<file path="src/rtl/riscv_pkg.sv">
// Shared RV32 decode constants: base opcodes, ALU-op classes and funct7 variants.
package riscv_pkg;

   localparam logic [6:0] OP_R      = 7'b0110011;
   localparam logic [6:0] OP_IMM    = 7'b0010011;
   localparam logic [6:0] OP_LOAD   = 7'b0000011;
   localparam logic [6:0] OP_STORE  = 7'b0100011;
   localparam logic [6:0] OP_BRANCH = 7'b1100011;

   localparam logic [1:0] ALUOP_MEM   = 2'b00;
   localparam logic [1:0] ALUOP_BR    = 2'b01;
   localparam logic [1:0] ALUOP_ARITH = 2'b10;

   localparam logic [6:0] F7_BASE = 7'b0000000;
   localparam logic [6:0] F7_ALT  = 7'b0100000;

   localparam logic [2:0] F3_SHIFT_RIGHT = 3'b101;

endpackage

</file>
<file path="src/rtl/id_ex_issue_if.sv">
// ID/EX register contents as seen by the execute stage; the issue stage drives it.
interface id_ex_issue_if #(
   parameter int data_width     = 32,
   parameter int reg_addr_width = 5
);
   logic                      ex_valid;
   logic [1:0]                ex_alu_op;
   logic [2:0]                ex_funct3;
   logic [6:0]                ex_funct7;
   logic [data_width-1:0]     ex_operand_a;
   logic [data_width-1:0]     ex_operand_b;
   logic [data_width-1:0]     ex_store_data;
   logic [data_width-1:0]     ex_imm;
   logic [data_width-1:0]     ex_pc;
   logic [reg_addr_width-1:0] ex_rd;
   logic                      ex_reg_write;
   logic                      ex_mem_read;
   logic                      ex_mem_write;
   logic                      ex_branch;
   logic                      ex_illegal;

   modport master (
      output ex_valid, ex_alu_op, ex_funct3, ex_funct7, ex_operand_a, ex_operand_b,
             ex_store_data, ex_imm, ex_pc, ex_rd, ex_reg_write, ex_mem_read,
             ex_mem_write, ex_branch, ex_illegal
   );

   modport slave (
      input ex_valid, ex_alu_op, ex_funct3, ex_funct7, ex_operand_a, ex_operand_b,
            ex_store_data, ex_imm, ex_pc, ex_rd, ex_reg_write, ex_mem_read,
            ex_mem_write, ex_branch, ex_illegal
   );
endinterface

</file>
<file path="src/rtl/id_ex_issue_imm_gen.sv">
// Sign-extended I/S/B immediate extraction; purely combinational so the branch
// unit can share it.
module imm_gen #(
   parameter int data_width = 32
) (
   input  logic [31:0]           instr,
   output logic [data_width-1:0] imm_i,
   output logic [data_width-1:0] imm_s,
   output logic [data_width-1:0] imm_b
);

   assign imm_i = {{(data_width-12){instr[31]}}, instr[31:20]};
   assign imm_s = {{(data_width-12){instr[31]}}, instr[31:25], instr[11:7]};
   assign imm_b = {{(data_width-13){instr[31]}}, instr[31], instr[7], instr[30:25],
                   instr[11:8], 1'b0};

endmodule

</file>
<file path="src/rtl/id_ex_issue.sv">
// Decode/issue stage: decodes the IF/ID instruction, selects ALU operands and
// holds the ID/EX register with flush > stall > load priority.
module id_ex_issue
   import riscv_pkg::*;
#(
   parameter int data_width     = 32,
   parameter int reg_addr_width = 5
) (
   input  logic                      clk,
   input  logic                      rst_n,
   input  logic                      if_valid,
   input  logic [31:0]               if_instr,
   input  logic [data_width-1:0]     if_pc,
   output logic [reg_addr_width-1:0] rs1_addr,
   output logic [reg_addr_width-1:0] rs2_addr,
   input  logic [data_width-1:0]     rs1_data,
   input  logic [data_width-1:0]     rs2_data,
   input  logic                      stall,
   input  logic                      flush,
   id_ex_issue_if.master             ex
);

   logic [data_width-1:0] imm_i, imm_s, imm_b;
   logic [reg_addr_width-1:0] dec_rd;

   logic                      valid_q, valid_d;
   logic [1:0]                alu_op_q, alu_op_d;
   logic [2:0]                funct3_q, funct3_d;
   logic [6:0]                funct7_q, funct7_d;
   logic [data_width-1:0]     operand_a_q, operand_a_d;
   logic [data_width-1:0]     operand_b_q, operand_b_d;
   logic [data_width-1:0]     store_data_q, store_data_d;
   logic [data_width-1:0]     imm_q, imm_d;
   logic [data_width-1:0]     pc_q, pc_d;
   logic [reg_addr_width-1:0] rd_q, rd_d;
   logic                      reg_write_q, reg_write_d;
   logic                      mem_read_q, mem_read_d;
   logic                      mem_write_q, mem_write_d;
   logic                      branch_q, branch_d;
   logic                      illegal_q, illegal_d;

   assign rs1_addr = reg_addr_width'(if_instr[19:15]);
   assign rs2_addr = reg_addr_width'(if_instr[24:20]);
   assign dec_rd   = reg_addr_width'(if_instr[11:7]);

   imm_gen #(.data_width(data_width)) u_imm_gen (
      .instr (if_instr),
      .imm_i (imm_i),
      .imm_s (imm_s),
      .imm_b (imm_b)
   );

   // Next ID/EX contents: hold on stall, bubble on flush/invalid/illegal, else decode.
   always_comb begin
      valid_d      = valid_q;
      alu_op_d     = alu_op_q;
      funct3_d     = funct3_q;
      funct7_d     = funct7_q;
      operand_a_d  = operand_a_q;
      operand_b_d  = operand_b_q;
      store_data_d = store_data_q;
      imm_d        = imm_q;
      pc_d         = pc_q;
      rd_d         = rd_q;
      reg_write_d  = reg_write_q;
      mem_read_d   = mem_read_q;
      mem_write_d  = mem_write_q;
      branch_d     = branch_q;
      illegal_d    = illegal_q;

      if (flush || !stall) begin
         valid_d      = 1'b0;
         alu_op_d     = ALUOP_MEM;
         funct3_d     = '0;
         funct7_d     = F7_BASE;
         operand_a_d  = '0;
         operand_b_d  = '0;
         store_data_d = '0;
         imm_d        = '0;
         pc_d         = '0;
         rd_d         = '0;
         reg_write_d  = 1'b0;
         mem_read_d   = 1'b0;
         mem_write_d  = 1'b0;
         branch_d     = 1'b0;
         illegal_d    = 1'b0;
      end

      if (!flush && !stall && if_valid) begin
         valid_d     = 1'b1;
         pc_d        = if_pc;
         funct3_d    = if_instr[14:12];
         operand_a_d = rs1_data;
         case (if_instr[6:0])
            OP_R: begin
               alu_op_d    = ALUOP_ARITH;
               funct7_d    = if_instr[31:25];
               operand_b_d = rs2_data;
               rd_d        = dec_rd;
               reg_write_d = (dec_rd != '0);
            end
            OP_IMM: begin
               alu_op_d    = ALUOP_ARITH;
               funct7_d    = (if_instr[14:12] == F3_SHIFT_RIGHT) ? if_instr[31:25] : F7_BASE;
               operand_b_d = imm_i;
               imm_d       = imm_i;
               rd_d        = dec_rd;
               reg_write_d = (dec_rd != '0);
            end
            OP_LOAD: begin
               alu_op_d    = ALUOP_MEM;
               operand_b_d = imm_i;
               imm_d       = imm_i;
               rd_d        = dec_rd;
               reg_write_d = (dec_rd != '0);
               mem_read_d  = 1'b1;
            end
            OP_STORE: begin
               alu_op_d     = ALUOP_MEM;
               operand_b_d  = imm_s;
               imm_d        = imm_s;
               store_data_d = rs2_data;
               mem_write_d  = 1'b1;
            end
            OP_BRANCH: begin
               alu_op_d    = ALUOP_BR;
               operand_b_d = rs2_data;
               imm_d       = imm_b;
               branch_d    = 1'b1;
            end
            default: begin
               valid_d     = 1'b0;
               pc_d        = '0;
               funct3_d    = '0;
               operand_a_d = '0;
               illegal_d   = 1'b1;
            end
         endcase
      end
   end

   // ID/EX pipeline register, cleared asynchronously by reset.
   always_ff @(posedge clk or negedge rst_n) begin
      if (!rst_n) begin
         valid_q      <= 1'b0;
         alu_op_q     <= '0;
         funct3_q     <= '0;
         funct7_q     <= '0;
         operand_a_q  <= '0;
         operand_b_q  <= '0;
         store_data_q <= '0;
         imm_q        <= '0;
         pc_q         <= '0;
         rd_q         <= '0;
         reg_write_q  <= 1'b0;
         mem_read_q   <= 1'b0;
         mem_write_q  <= 1'b0;
         branch_q     <= 1'b0;
         illegal_q    <= 1'b0;
      end else begin
         valid_q      <= valid_d;
         alu_op_q     <= alu_op_d;
         funct3_q     <= funct3_d;
         funct7_q     <= funct7_d;
         operand_a_q  <= operand_a_d;
         operand_b_q  <= operand_b_d;
         store_data_q <= store_data_d;
         imm_q        <= imm_d;
         pc_q         <= pc_d;
         rd_q         <= rd_d;
         reg_write_q  <= reg_write_d;
         mem_read_q   <= mem_read_d;
         mem_write_q  <= mem_write_d;
         branch_q     <= branch_d;
         illegal_q    <= illegal_d;
      end
   end

   assign ex.ex_valid      = valid_q;
   assign ex.ex_alu_op     = alu_op_q;
   assign ex.ex_funct3     = funct3_q;
   assign ex.ex_funct7     = funct7_q;
   assign ex.ex_operand_a  = operand_a_q;
   assign ex.ex_operand_b  = operand_b_q;
   assign ex.ex_store_data = store_data_q;
   assign ex.ex_imm        = imm_q;
   assign ex.ex_pc         = pc_q;
   assign ex.ex_rd         = rd_q;
   assign ex.ex_reg_write  = reg_write_q;
   assign ex.ex_mem_read   = mem_read_q;
   assign ex.ex_mem_write  = mem_write_q;
   assign ex.ex_branch     = branch_q;
   assign ex.ex_illegal    = illegal_q;

endmodule

</file>
<file path="src/flat_wrapper.sv">
// flat-port wrapper written by rule: the top's interface ports become plain ports
module id_ex_issue_flat import riscv_pkg::*;
#(
   parameter int data_width     = 32,
   parameter int reg_addr_width = 5
)
  (clk, rst_n, if_valid, if_instr, if_pc, rs1_addr, rs2_addr, rs1_data, rs2_data, stall, flush, ex_ex_valid, ex_ex_alu_op, ex_ex_funct3, ex_ex_funct7, ex_ex_operand_a, ex_ex_operand_b, ex_ex_store_data, ex_ex_imm, ex_ex_pc, ex_ex_rd, ex_ex_reg_write, ex_ex_mem_read, ex_ex_mem_write, ex_ex_branch, ex_ex_illegal);
  id_ex_issue_if #(.data_width(data_width), .reg_addr_width(reg_addr_width)) ex_i ();
  input  logic clk;
  input  logic rst_n;
  input  logic if_valid;
  input  logic [31:0] if_instr;
  input  logic [data_width-1:0] if_pc;
  output logic [reg_addr_width-1:0] rs1_addr;
  output logic [reg_addr_width-1:0] rs2_addr;
  input  logic [data_width-1:0] rs1_data;
  input  logic [data_width-1:0] rs2_data;
  input  logic stall;
  input  logic flush;
  output wire logic [$bits(ex_i.ex_valid)-1:0] ex_ex_valid;
  output wire logic [$bits(ex_i.ex_alu_op)-1:0] ex_ex_alu_op;
  output wire logic [$bits(ex_i.ex_funct3)-1:0] ex_ex_funct3;
  output wire logic [$bits(ex_i.ex_funct7)-1:0] ex_ex_funct7;
  output wire logic [$bits(ex_i.ex_operand_a)-1:0] ex_ex_operand_a;
  output wire logic [$bits(ex_i.ex_operand_b)-1:0] ex_ex_operand_b;
  output wire logic [$bits(ex_i.ex_store_data)-1:0] ex_ex_store_data;
  output wire logic [$bits(ex_i.ex_imm)-1:0] ex_ex_imm;
  output wire logic [$bits(ex_i.ex_pc)-1:0] ex_ex_pc;
  output wire logic [$bits(ex_i.ex_rd)-1:0] ex_ex_rd;
  output wire logic [$bits(ex_i.ex_reg_write)-1:0] ex_ex_reg_write;
  output wire logic [$bits(ex_i.ex_mem_read)-1:0] ex_ex_mem_read;
  output wire logic [$bits(ex_i.ex_mem_write)-1:0] ex_ex_mem_write;
  output wire logic [$bits(ex_i.ex_branch)-1:0] ex_ex_branch;
  output wire logic [$bits(ex_i.ex_illegal)-1:0] ex_ex_illegal;
  assign ex_ex_valid = ex_i.ex_valid;
  assign ex_ex_alu_op = ex_i.ex_alu_op;
  assign ex_ex_funct3 = ex_i.ex_funct3;
  assign ex_ex_funct7 = ex_i.ex_funct7;
  assign ex_ex_operand_a = ex_i.ex_operand_a;
  assign ex_ex_operand_b = ex_i.ex_operand_b;
  assign ex_ex_store_data = ex_i.ex_store_data;
  assign ex_ex_imm = ex_i.ex_imm;
  assign ex_ex_pc = ex_i.ex_pc;
  assign ex_ex_rd = ex_i.ex_rd;
  assign ex_ex_reg_write = ex_i.ex_reg_write;
  assign ex_ex_mem_read = ex_i.ex_mem_read;
  assign ex_ex_mem_write = ex_i.ex_mem_write;
  assign ex_ex_branch = ex_i.ex_branch;
  assign ex_ex_illegal = ex_i.ex_illegal;
  id_ex_issue #(.data_width(data_width), .reg_addr_width(reg_addr_width)) u_core (.clk(clk), .rst_n(rst_n), .if_valid(if_valid), .if_instr(if_instr), .if_pc(if_pc), .rs1_addr(rs1_addr), .rs2_addr(rs2_addr), .rs1_data(rs1_data), .rs2_data(rs2_data), .stall(stall), .flush(flush), .ex(ex_i));
endmodule
</file>
<file path="config.mk">
export PLATFORM = sky130hd
export DESIGN_NAME = id_ex_issue_flat
export DESIGN_NICKNAME = d
export VERILOG_FILES = /design/src/rtl/riscv_pkg.sv /design/src/rtl/id_ex_issue_if.sv /design/src/rtl/id_ex_issue_imm_gen.sv /design/src/rtl/id_ex_issue.sv /design/src/flat_wrapper.sv
export SDC_FILE = /design/constraint.sdc
export NUM_CORES = 1
export LEC_CHECK = 0
export ABC_AREA = 1
export CORE_UTILIZATION = 40
export CTS_CLUSTER_DIAMETER = 40
export DETAILED_ROUTE_END_ITERATION = 12
export GPL_TIMING_DRIVEN = 0
export PLACE_DENSITY = 0.73
export SYNTH_ARGS = -nofsm -noshare
export SYNTH_HDL_FRONTEND = slang
export SYNTH_SLANG_ARGS = --single-unit
</file>
<file path="constraint.sdc">
create_clock -name clk -period 1.3 [get_ports clk]
set_clock_uncertainty 0.15 [all_clocks]
set_input_delay 0.26 -clock clk [delete_from_list [all_inputs] [get_ports clk]]
set_output_delay 0.26 -clock clk [all_outputs]
set_load 0.1 [all_outputs]
</file>
==> run_1/pdn.png <==
Scale bar: 50 um. Pins as bars on the die edge. Tap cells in gray.
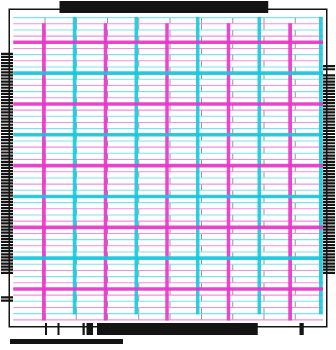
| net | color |
|---|---|
| VDD | cyan |
| VSS | magenta |
signal pins: 326
met4 straps: 10
tap cells: 229
met5 straps: 9
met1 rails: 50
VDD IR max: 825 uV
DIE HEIGHT: 139 um
Die Width: 139 um
CORE AREA: 0.0182 mm2

==> run_1/cell_classes.png <==
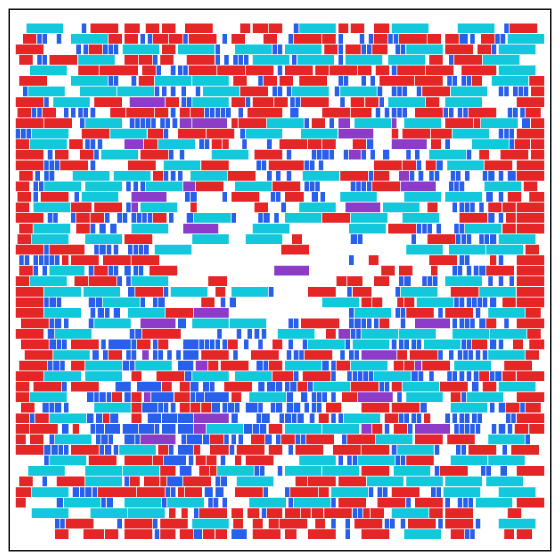
| class | color | cells | share of their area |
|---|---|---|---|
| clock drivers and dummy loads | purple | 32 | 3.9% |
| all other logic | blue | 660 | 20% |
| other buffers and delay cells | red | 419 | 42% |
| flip-flops | cyan | 183 | 34% |

==> run_1/clock_map.png <==
Scale bar: 50 um.
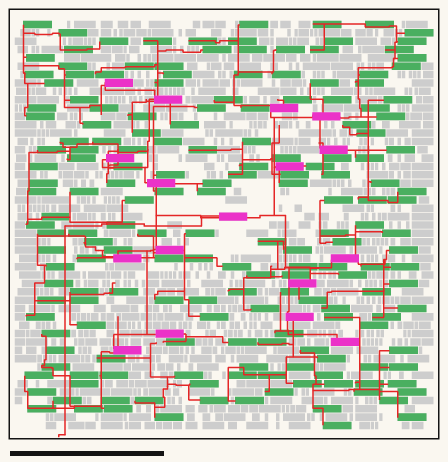
[cells driving clock nets] magenta | count: 17
[clock wires] red | length: 2,250 um
[flip-flops] green | count: 183
routed clock nets: 18

==> run_1/metal_stack.png <==
Scale bar: 50 um. Only two layers are drawn.
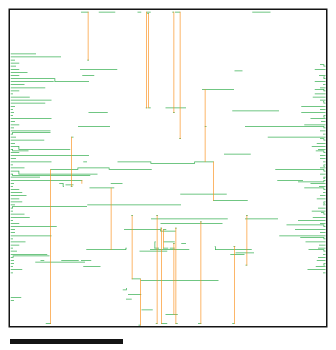
| layer | color | wire length |
|---|---|---|
| met4 | orange | 692 um |
| met3 | green | 1,660 um |
WL final: 27,400 um
Wirelength per Cell: 18.0 um
via count: 7,383

==> results.json, run 1 <==
{
  "status": "finished with violations",
  "violations": "negative hold slack, negative setup slack",
  "dr_wl_met3_um": 1660,
  "tns_ps": -25090,
  "cts_buffers": 17,
  "syn_nets": 1028,
  "critical_path_class": "flop to output port",
  "ys_seq_elements": 183,
  "cp-start-kind": "flop",
  "cts.sinks": 183,
  "yosys_warnings": 0,
  "swShare": 0.258,
  "p_int_uw": 8770,
  "grt_pass1_vias": 7402,
  "seq_power_share": 0.484,
  "drt-initial-drc-count": 441,
  "grt_setup_unrepaired": "true",
  "power_leakage_uw": 0.00697,
  "syn_inst": 895,
  "fp-utilization": 0.414,
  "dr_wl_met2_um": 14200,
  "antennaDiodeCount": 0,
  "warnings": 33,
  "max_stage_delay_ps": 450,
  "area_growth_pct": 89.3,
  "p_clk_frac": 0.410,
  "setup_slack_ps": -165,
  "antenna_found_initial": 1,
  "crit_chain": "buf_12",
  "p_switching_uw": 3050,
  "regToRegEndpoint": "u_core.ex.ex_operand_b[16]",
  "r2r_start": "u_core.ex.ex_operand_b[16]",
  "finalNetCount": 1414,
  "period_used_share": 1.13,
  "grt.overflow.total": 0,
  "pre_cts_slack_ps": -1210,
  "slowest_stage": "dfrtp_2",
  "syn_area_per_cell_um2": 8.43,
  "drive_above_1_share": 0.427,
  "path_clk_slew_ps": 70,
  "setup_viol": 183,
  "route.layer.met1.wl_um": 10800,
  "ioPinCount": 326,
  "cts_max_level": 4,
  "rows": 49,
  "nFillCells": 1112,
  "lay_top_count": "nand2_1",
  "grt_start_max_net_pins": 101,
  "drcViolationCount": 0,
  "cpLargestDelayFamily": "flip-flops",
  "cap_viol_max_count": 0,
  "worstPathRequired_ps": 890,
  "critPathLaunch": "u_core.ex.ex_pc[22]",
  "dpl.hpwl_um": 17700,
  "worst_hold_slack_ps": -298,
  "cts_tree": "built",
  "cts_root_buffer": "clkbuf_16",
  "grt_use_total": 0.274,
  "ys_chip_area_mm2": 0.00755,
  "final_util": 0.785,
  "via_per_inst": 4.85,
  "synth_stat.cells": 895,
  "fin_crit_ps": 1460,
  "finalHoldViolCount": 99,
  "cts_buffer_depth": 2,
  "critPathBufInv": 1,
  "grt_pass1_wl_um": 40600,
  "gp_congestion": 0.837,
  "relSlewSlack": 0.480,
  "io_buffers": 320,
  "synth_area_mm2": 0.00755,
  "ff2ff_path_depth": 4,
  "power_density_mw_per_mm2": 828,
  "antenna_left": 0,
  "arrival_ps": 1050,
  "max_freq_ghz": 0.683,
  "synthDistinctLibCells": 24,
  "hold_class": "primary input to async pin",
  "rrSetupSlack_ps": 240,
  "max_slew.worst_pin.slew_ps": 781,
  "clkLatencyLatePin_ps": 430,
  "end_kind": "output port",
  "total_power_uw": 11800
}
run 1: Yosys cell counts, drive strengths merged:
cell | count | share of area
nand2 | 507 | 0.26
o31ai | 1 | 0.0010
clkinv | 2 | 0.0012
dfrtp | 183 | 0.61
clkbuf | 23 | 0.011
nor2 | 9 | 0.0075
nand4 | 1 | 0.00083
a21oi | 1 | 0.0022
inv | 52 | 0.026
buf | 29 | 0.029
nor3 | 1 | 0.00066
o21ai | 59 | 0.039
nand3 | 27 | 0.019
run 1: cell families after synthesis:
kind of cell           synth area share
and+or+nand+nor                   0.283
AOI/OAI and AO/OA                0.0423
buffers and inverters            0.0678
DFF                               0.607
run 1: worst max-delay path by stage:
stage          slack, ps  cells after the start                     end
2_1_floorplan        -60                     11  u_core.ex.ex_funct3[0]
3_3_place_gp       -8590                      1     u_core.ex.ex_pc[20]
3_5_place_dp       -1210                      7     u_core.ex.ex_pc[11]
4_1_cts             -180                      1            ex_ex_pc[22]
5_1_grt             -190                      1            ex_ex_pc[22]
6_report            -160                      1            ex_ex_pc[22]
run 1: flip-flops by register name (all words and copies together) (netlist names):
signal                   cells
u_core.ex.ex_operand_b      32
u_core.ex.ex_operand_a      32
u_core.ex.ex_funct3          3
u_core.ex.ex_imm            32
u_core.ex.ex_alu_op          2
u_core.ex.ex_funct7          7
u_core.ex.ex_branch          1
u_core.ex.ex_mem_read        1
u_core.ex.ex_store_data     32
u_core.ex.ex_valid           1
u_core.ex.ex_mem_write       1
u_core.ex.ex_pc             32
u_core.ex.ex_rd              5
u_core.ex.ex_illegal         1
u_core.ex.ex_reg_write       1
run 1: power by group through the flow:
| stage | combinational [uW] | sequential [uW] | clock [uW] |
|---|---|---|---|
| detailed placement | 1140 | 5820 | 0 |
| global route | 1340 | 5720 | 5140 |
| CTS | 1220 | 5720 | 4910 |
| finish | 1260 | 5720 | 4850 |
| global placement | 1130 | 5830 | 0 |
| floorplan | 340 | 5930 | 0 |
run 1: routing by layer:
metal,track usage,up-vias
met2,0.463,271
met1,0.341,3574
met4,0.0994,2
li1,-,3493
met3,0.0674,43
met5,0,-
run 1: through the flow:
stage               std cells  cell area, um2
floorplan                 895            7840
CTS                      1502           13300
global placement         1444           11300
global route             1523           14300
detailed placement       1445           11400
finish                   1523           14300
run 1: area by class of cell:
cell class | count | area, um2 | area share
repair buffers | 367 | 5380 | 0.377
clock inverters | 13 | 96.3 | 0.00674
clock buffers | 19 | 443 | 0.0310
well taps | 229 | 287 | 0.0201
plain buffers | 52 | 447 | 0.0313
inverters | 54 | 243 | 0.0170
flip-flops and latches | 183 | 4810 | 0.336
multi-input cells | 606 | 2580 | 0.181
run 1: what timing repair did:
item,CTS,global route
resized,1598,199
buffers inserted,21,16
endpoints found under the setup margin,376,336
cloned,4,5
pin swaps,13,13
endpoints found under the hold margin,99,99
==> run_1/final_clocks.png <==
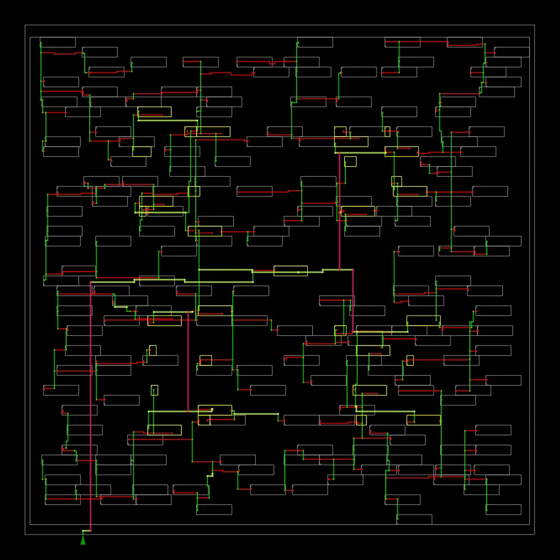

## Run 2: what changed since run 1
- clock period: 1.3 -> 1.8 ns (I/O delays scaled with it)
==> run_2/final_clocks.png <==
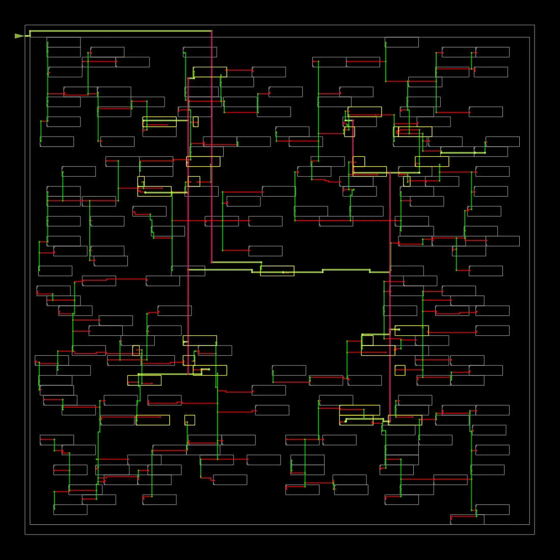
Num CTS Buffers: 17
clk ins delay skew pair: 430 ps
sequential cell count: 183
CTS Sinks: 183
power in the clock group: 3500 uW

==> results.json, run 2 <==
{
  "critical_path_class": "primary input to output port",
  "status": "finished, final reports clean",
  "drive_above_1_share": 0.247,
  "ys_sh_aoi": 0.0423,
  "yosys_warnings": 0,
  "grt_start_max_net_pins": 112,
  "max_freq_ghz": 0.560,
  "regToRegEndpoint": "u_core.ex.ex_mem_read",
  "cts_root_buffer": "clkbuf_16",
  "top_cell": "nand2_1",
  "grt_pass1_vias": 6983,
  "async_flop_share": 1.00,
  "cts_max_level": 4,
  "dpl.cell_count": 1445,
  "rrSetupSlack_ps": 940,
  "power_leakage_uw": 0.00663,
  "core_area_mm2": 0.0182,
  "chipHeight_um": 139,
  "mux_area_frac": 0,
  "finalHoldViolCount": 0,
  "dpl.hpwl_um": 17800,
  "cap_viol_max_count": 0,
  "synth_top_flop_cell": "dfrtp_1",
  "cts_buffer_depth": 2,
  "tns_ps": 0,
  "ff2ff_path_depth": 2,
  "grt_pass1_wl_um": 38200,
  "yosys-top-cells-count": "nand2_1, dfrtp_1, o21ai_0",
  "drt-initial-drc-count": 356,
  "antenna_left": 0,
  "slowest_stage": "dlygate4sd2_1",
  "synthXorXnorAreaFrac": 0,
  "wl_um": 24600,
  "synth_stat.cells": 895,
  "nFillCells": 1697,
  "crit_chain": "buf_4 > dlygate4sd2_1",
  "worst_hold_slack_ps": 160,
  "simple_gate_area_frac": 0.283,
  "place_area_mm2": 0.0111,
  "arrival_ps": 1270,
  "synth_area_mm2": 0.00755,
  "fin_crit_ps": 1780,
  "synthAdderAreaFrac": 0,
  "end_kind": "output port",
  "period_used_share": 0.991,
  "final-seq-area_mm2": 0.00458,
  "antenna_found_initial": 0,
  "power_density_mw_per_mm2": 761,
  "area_growth_pct": 47.3,
  "synth_area_leader_cell": "dfrtp_1",
  "route.vias.total": 7020,
  "die_x_um": 139,
  "relSlewSlack": 0.353,
  "final-comb-area_mm2": 0.00251,
  "grt.overflow.total": 0,
  "lay_top_count": "nand2_1",
  "stdcell_count": 1495,
  "cp-start-kind": "primary input",
  "ys_chip_area_mm2": 0.00755,
  "via_per_inst": 4.70,
  "ys_seq_elements": 183,
  "layout_top_cells": "nand2_1, buf_2, dfrtp_1",
  "finalNetCount": 1388,
  "gp_congestion": 0.794,
  "fin_area_mm2": 0.0111,
  "synth_top_area_share": 0.607,
  "synthTopCellsByArea": "dfrtp_1, nand2_1, o21ai_0",
  "max_slew.worst_pin.slew_ps": 975,
  "critPathBufInv": 2,
  "cts_tree": "built",
  "ioPinCount": 326,
  "warnings": 28,
  "drcViolationCount": 0,
  "r2r_start": "u_core.ex.ex_mem_read",
  "cpLargestDelayFamily": "buffers and inverters",
  "worstPathRequired_ps": 1290,
  "routedWlPerCell_um": 16.4,
  "antennaDiodeCount": 0,
  "synth.logic.top_family": "simple AND/OR/NAND/NOR gates",
  "syn_inst": 895,
  "path_clk_slew_ps": 70,
  "grt_use_total": 0.257,
  "fp-utilization": 0.414,
  "ys_seq_share": 0.607,
  "total_power_uw": 8450,
  "hold_class": "primary input to flop",
  "edf_count": 0,
  "die-area_mm2": 0.0194,
  "max_stage_delay_ps": 840,
  "setup_viol": 0,
  "syn_area_per_cell_um2": 8.43,
  "rows": 49
}
==> run_2/pdn.png <==
Scale bar: 50 um. Pins as bars on the die edge. Tap cells in gray.
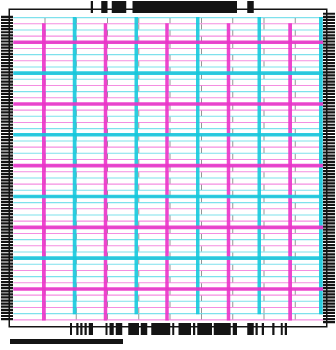
| net | color |
|---|---|
| VDD | cyan |
| VSS | magenta |
tap cells: 229
signal pins: 326
VDD IR max: 658 uV

[run 2: cell counts after synthesis]
No cell type changed its count.
[run 2: logic make-up after synthesis]
| kind of cell | count (synthesis) |
|---|---|
| flip-flops | 183 |
| AND-OR/OR-AND | 61 |
| AND/OR/NAND/NOR | 545 |
| buffers and inverters | 106 |
[run 2: final cells by class]
cell class | instances | share of cell area
multi-input cells | 606 | 0.225
well taps | 229 | 0.0258
clock inverters | 11 | 0.00923
plain buffers | 52 | 0.0343
flip-flops and latches | 183 | 0.412
repair buffers | 341 | 0.235
clock buffers | 19 | 0.0389
inverters | 54 | 0.0197
[run 2: worst max-delay path by stage]
| stage | start | to | slack [ps] | depth (start not counted) |
|---|---|---|---|---|
| after floorplan | if_instr[1] | u_core.ex.ex_funct3[0] | 310 | 10 |
| after global placement | rst_n | u_core.ex.ex_pc[2] | -7480 | 1 |
| after detailed placement | if_instr[23] | rs2_addr[3] | -880 | 3 |
| after CTS | stall | u_core.ex.ex_pc[7] | 0.5 | 7 |
| after global routing | if_instr[0] | u_core.ex.ex_operand_b[24] | -6 | 10 |
| final | if_instr[16] | rs1_addr[1] | 20 | 2 |
[run 2: layer usage]
layer	up-vias	wire, um	global-route usage
met5	-	0	0
li1	3438	-	-
met4	0	377	0.0766
met2	279	12100	0.442
met3	25	2150	0.0785
met1	3278	9980	0.308
[run 2: what timing repair did]
action / 4_1_cts / 5_1_grt
endpoints found under the hold margin: 72 / 0
hold buffers: 1 / 0
setup endpoints to repair: 363 / 159
pin swaps: 1 / 8
buffers inserted: 2 / 10
cloned: 0 / 7
gates resized: 978 / 54
[run 2: stage by stage]
| step | worst slack [ps] | util |
|---|---|---|
| 2_1_floorplan | 309 | - |
| 3_3_place_gp | -7480 | 0.606 |
| 3_5_place_dp | -876 | 0.608 |
| 4_1_cts | 0.478 | 0.591 |
| 5_1_grt | -6.32 | 0.610 |
| 6_report | 15.3 | 0.610 |
[run 2: power breakdown]
group | leakage [uW] | switching [uW] | internal, uW
clock | 0.000255 | 1610 | 1890
combinational | 0.00382 | 482 | 343
sequential | 0.00256 | 5.23 | 4120
Power is estimated from default activity; no workload was simulated.
